`config.mk`:
```
export PLATFORM = sky130hd
export DESIGN_NAME = scan_mux
export DESIGN_NICKNAME = d
export VERILOG_FILES = /design/src/rtl/scan_mux.sv
export SDC_FILE = /design/constraint.sdc
export NUM_CORES = 1
export LEC_CHECK = 0
export CAP_MARGIN = 20
export CORE_ASPECT_RATIO = 1.4
export CORE_MARGIN = 3
export CORE_UTILIZATION = 50
export CTS_CLUSTER_DIAMETER = 40
export DETAILED_ROUTE_END_ITERATION = 10
export GPL_ROUTABILITY_DRIVEN = 1
export PLACE_DENSITY = 0.91
export SYNTH_ARGS = -nofsm -noshare
export SYNTH_HDL_FRONTEND = slang
export SYNTH_SLANG_ARGS = --single-unit
```
`constraint.sdc`:
```
create_clock -name Clk -period 2.6 [get_ports Clk]
set_input_delay 0.52 -clock Clk [delete_from_list [all_inputs] [get_ports Clk]]
set_output_delay 0.52 -clock Clk [all_outputs]
set_load 0.005 [all_outputs]
```
`src/rtl/scan_mux.sv`:
```
// -----------------------------------------------------------------------------
// scan_mux
//   Registered N:1 channel selector with four modes:
//     00 direct       : Y <= D[S], Ch <= S
//     01 scan         : walks channels 0..N_CH-1, DWELL cycles on each
//     10 truth-table  : Y <= tt[S] (tt is a writable N_CH-bit table)
//     11 hold         : Y/Ch/scan counters frozen (also used for unknown Mode)
//   Every output is registered. Y and Ch appear one cycle after the inputs
//   they were computed from are sampled.
//
// Ports
//   Clk      in   rising-edge clock
//   Rst_n    in   asynchronous active-low reset
//   Mode     in   [1:0] mode select
//   S        in   [SEL_W-1:0] external select
//   D        in   [N_CH*DATA_W-1:0] channel i at D[i*DATA_W +: DATA_W]
//   Tt_we    in   truth-table write strobe
//   Tt_data  in   [N_CH-1:0] new truth-table contents
//   Y        out  [DATA_W-1:0] registered output
//   Y_valid  out  Y reflects the current mode and inputs
//   Ch       out  [SEL_W-1:0] channel index that produced Y
//   Wrap     out  one-cycle pulse after scan wraps from channel N_CH-1 to 0
// -----------------------------------------------------------------------------
module scan_mux #(
    parameter int                     SEL_W   = 3,
    parameter int                     DATA_W  = 1,
    parameter int                     DWELL   = 4,
    parameter logic [(1<<SEL_W)-1:0]  TT_INIT = 8'h39
) (
    input  logic                            Clk,
    input  logic                            Rst_n,
    input  logic [1:0]                      Mode,
    input  logic [SEL_W-1:0]                S,
    input  logic [(1<<SEL_W)*DATA_W-1:0]    D,
    input  logic                            Tt_we,
    input  logic [(1<<SEL_W)-1:0]           Tt_data,
    output logic [DATA_W-1:0]               Y,
    output logic                            Y_valid,
    output logic [SEL_W-1:0]                Ch,
    output logic                            Wrap
);

    localparam int N_CH = 1 << SEL_W;
    localparam int DW_W = (DWELL > 1) ? $clog2(DWELL) : 1;
    localparam logic [DW_W-1:0]  DWELL_LAST = DW_W'(DWELL - 1);
    localparam logic [SEL_W-1:0] CH_LAST    = SEL_W'(N_CH - 1);

    localparam logic [1:0] M_DIRECT = 2'b00;
    localparam logic [1:0] M_SCAN   = 2'b01;
    localparam logic [1:0] M_TT     = 2'b10;

    // state
    logic [N_CH-1:0]   tt;
    logic [SEL_W-1:0]  chan_cnt;
    logic [DW_W-1:0]   dwell_cnt;
    logic [1:0]        prev_mode;
    logic              started;   // set by the first edge after reset release

    // next-state
    logic [DATA_W-1:0] y_n;
    logic [SEL_W-1:0]  ch_n;
    logic              wrap_n;
    logic              valid_n;
    logic [SEL_W-1:0]  chan_n;
    logic [DW_W-1:0]   dwell_n;

    logic              mode_chg;
    logic              entering_scan;
    logic [SEL_W-1:0]  eff_chan;
    logic [DW_W-1:0]   eff_dwell;

    assign mode_chg      = (Mode != prev_mode);
    assign entering_scan = (Mode == M_SCAN) && mode_chg;

    // Entering scan restarts from channel 0 on the entry edge itself, so the
    // entry edge already presents channel 0 and counts as its first dwell
    // cycle; any count frozen by a previous hold is discarded.
    assign eff_chan  = entering_scan ? '0 : chan_cnt;
    assign eff_dwell = entering_scan ? '0 : dwell_cnt;

    // Next-state / output computation
    always_comb begin
        y_n     = Y;
        ch_n    = Ch;
        wrap_n  = 1'b0;
        chan_n  = chan_cnt;
        dwell_n = dwell_cnt;
        valid_n = started && !mode_chg;

        case (Mode)
            M_DIRECT: begin
                y_n     = D[S*DATA_W +: DATA_W];
                ch_n    = S;
                chan_n  = '0;
                dwell_n = '0;
            end
            M_TT: begin
                y_n     = '0;
                y_n[0]  = tt[S];
                ch_n    = S;
                chan_n  = '0;
                dwell_n = '0;
            end
            M_SCAN: begin
                y_n  = D[eff_chan*DATA_W +: DATA_W];
                ch_n = eff_chan;
                if (eff_dwell == DWELL_LAST) begin
                    dwell_n = '0;
                    chan_n  = eff_chan + 1'b1;   // natural wrap N_CH-1 -> 0
                    wrap_n  = (eff_chan == CH_LAST);
                end else begin
                    dwell_n = eff_dwell + 1'b1;
                    chan_n  = eff_chan;
                end
            end
            default: begin
                // hold and any unknown encoding: everything frozen
            end
        endcase
    end

    // State register
    always_ff @(posedge Clk or negedge Rst_n) begin
        if (!Rst_n) begin
            Y         <= '0;
            Y_valid   <= 1'b0;
            Ch        <= '0;
            Wrap      <= 1'b0;
            tt        <= TT_INIT;
            chan_cnt  <= '0;
            dwell_cnt <= '0;
            prev_mode <= M_DIRECT;
            started   <= 1'b0;
        end else begin
            Y         <= y_n;
            Y_valid   <= valid_n;
            Ch        <= ch_n;
            Wrap      <= wrap_n;
            chan_cnt  <= chan_n;
            dwell_cnt <= dwell_n;
            prev_mode <= Mode;
            started   <= 1'b1;
            if (Tt_we)
                tt <= Tt_data;
        end
    end

endmodule
```
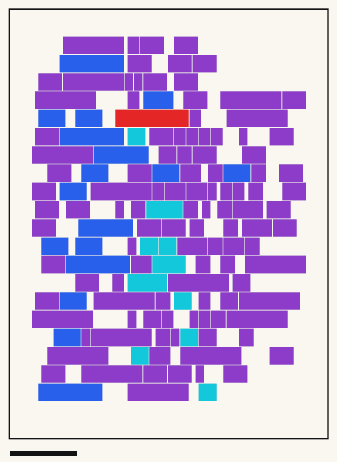
(drive-strength map)
The bar under the picture is 10 um long.
drive 6 and up: shown in red, cells 1, most used bufinv_16. drive 3 to 4: shown in cyan, cells 10, most used buf_4. drive 2: shown in blue, cells 17, most used mux2_2. drive 1 or less: shown in purple, cells 110, most used clkdlybuf4s50_1.

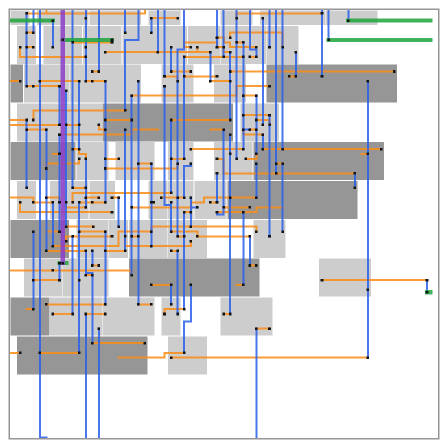
(layout detail)
Region (17, 1) to (47, 31) um. Cells in grey, sequential cells in the stronger grey; small squares are vias.
met4: shown in purple. met2: shown in blue. met3: shown in green. met1: shown in orange.
Sequential cells in the window: 7. Most frequent: dfrtp_1 (7). Netlist names of flops here include `chan_cnt` (3), `prev_mode` (2). 43 logic cells have their middle in the window.

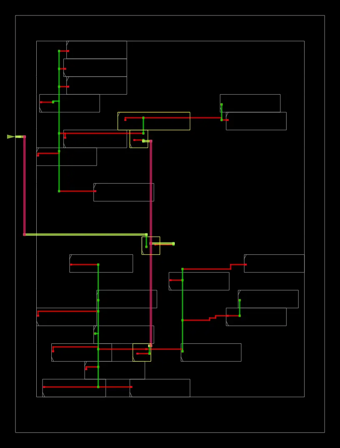
(the clock network)
Setup Skew: 0.0134 ns
Inserted Clock Buffers: 3

==> flow_summary.ini <==
; implementation run metrics
[placed_design]
dp.cells = 156
pre_cts_ws_ns = 0.0991
placed_area_um2 = 1530

[synth]
common_cells = dfrtp_1 (18), mux2_2 (10), o21ai_0 (7)
ys_sh_xor_pct = 1.47
edf_count = 0
ys_chip_area_um2 = 1190
synthDistinctLibCells = 33
synthesis.nets = 131
syn-mean-instance-area_um2 = 11.5

[final_timing]
tns_ns = 0
setup_violations = 0
rsz0062_at_grt = no
period_used_pct = 82.7
slew_headroom_pct = 51.3

[route]
wl_mm = 2.67
wl_per_cell_um = 16.7
drt_iter0_drc = 31

[clocking]
htreeDepth = 1
clkTransAtPathRegs_ns = 0.13
clockBufferDepth = 2
clkLatencyLatePin_ns = 0.32
cts-resized-gates = 0
hold_buffers = 0

[final_layout]
combGateArea_um2 = 617
area_growth_syn_to_layout_pct = 32.7
finalNetCount = 166
antenna_cells = 0
regArea_um2 = 556
clock_buffers = 3

[power]
pg_clk_w = 0.000263
p_per_area_nw_per_um2 = 504
power.leakage_nw = 0.667

[die]
initial_utilization_pct = 53.5
die_area_um2 = 3010
io_pins = 30
die_w_um = 47.3

[worst_setup_path]
path_buffers = 1
setup.worst_path.start_class = primary input
reg2reg_depth = 7
path_max_fanout = 9
cp.arrival_ns = 2.41
cp_top_family = simple AND/OR/NAND/NOR gates

[status]
status = completed

[hold_path]
hold_path_class = flop to flop

[global_routing]
globalRouteOverflowTotal = 0
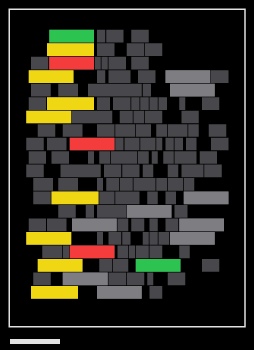
(where the registers sit)
The bar under the picture is 10 um long. Other sequential cells in the stronger grey, the rest of the logic in the fainter grey.
`tt`: shown in yellow, sequential cells 8. `dwell_cnt`: shown in green, sequential cells 2. `Ch`: shown in red, sequential cells 3.
Another 9 sequential cells are not coloured.

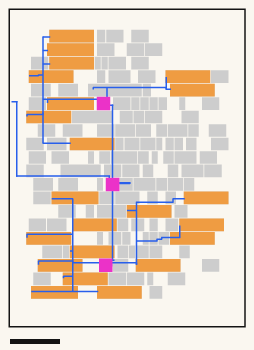
(clock wires, drivers and flops)
The bar under the picture is 10 um long.
clock wires: shown in blue, length 259 um. cells driving clock nets: shown in magenta, count 3. flip-flops: shown in orange, count 22.
There are 4 routed clock nets.

## layout by cell type, fill, tap and decap left out, types with 3 or more instances in the layout
cell,synthesis,layout
clkdlybuf4s50_1,0,29
dfrtp_1,18,18
mux2_2,10,10
o21ai_0,7,7
nor2b_1,6,6
nand2_1,5,5
and2_1,5,5
nor2_1,4,4
a21oi_1,4,4
buf_4,0,4
dfstp_2,4,4
nand2b_1,3,3
a22oi_1,3,3
mux2i_1,3,3
nand3_1,3,3
ha_1,3,3
clkbuf_4,0,3
## per-layer routing
layer,track usage [%],wire length [um],up-vias
met5,0,0,-
met4,10.0,86,0
met3,2.54,157,9
met2,35.6,1460,41
met1,23.4,970,470
li1,-,-,446
## registers in the layout (all words and copies together), names as in the netlist, 2 cells and up
signal,cells
dwell_cnt,2
tt,8
chan_cnt,3
prev_mode,2
Ch,3
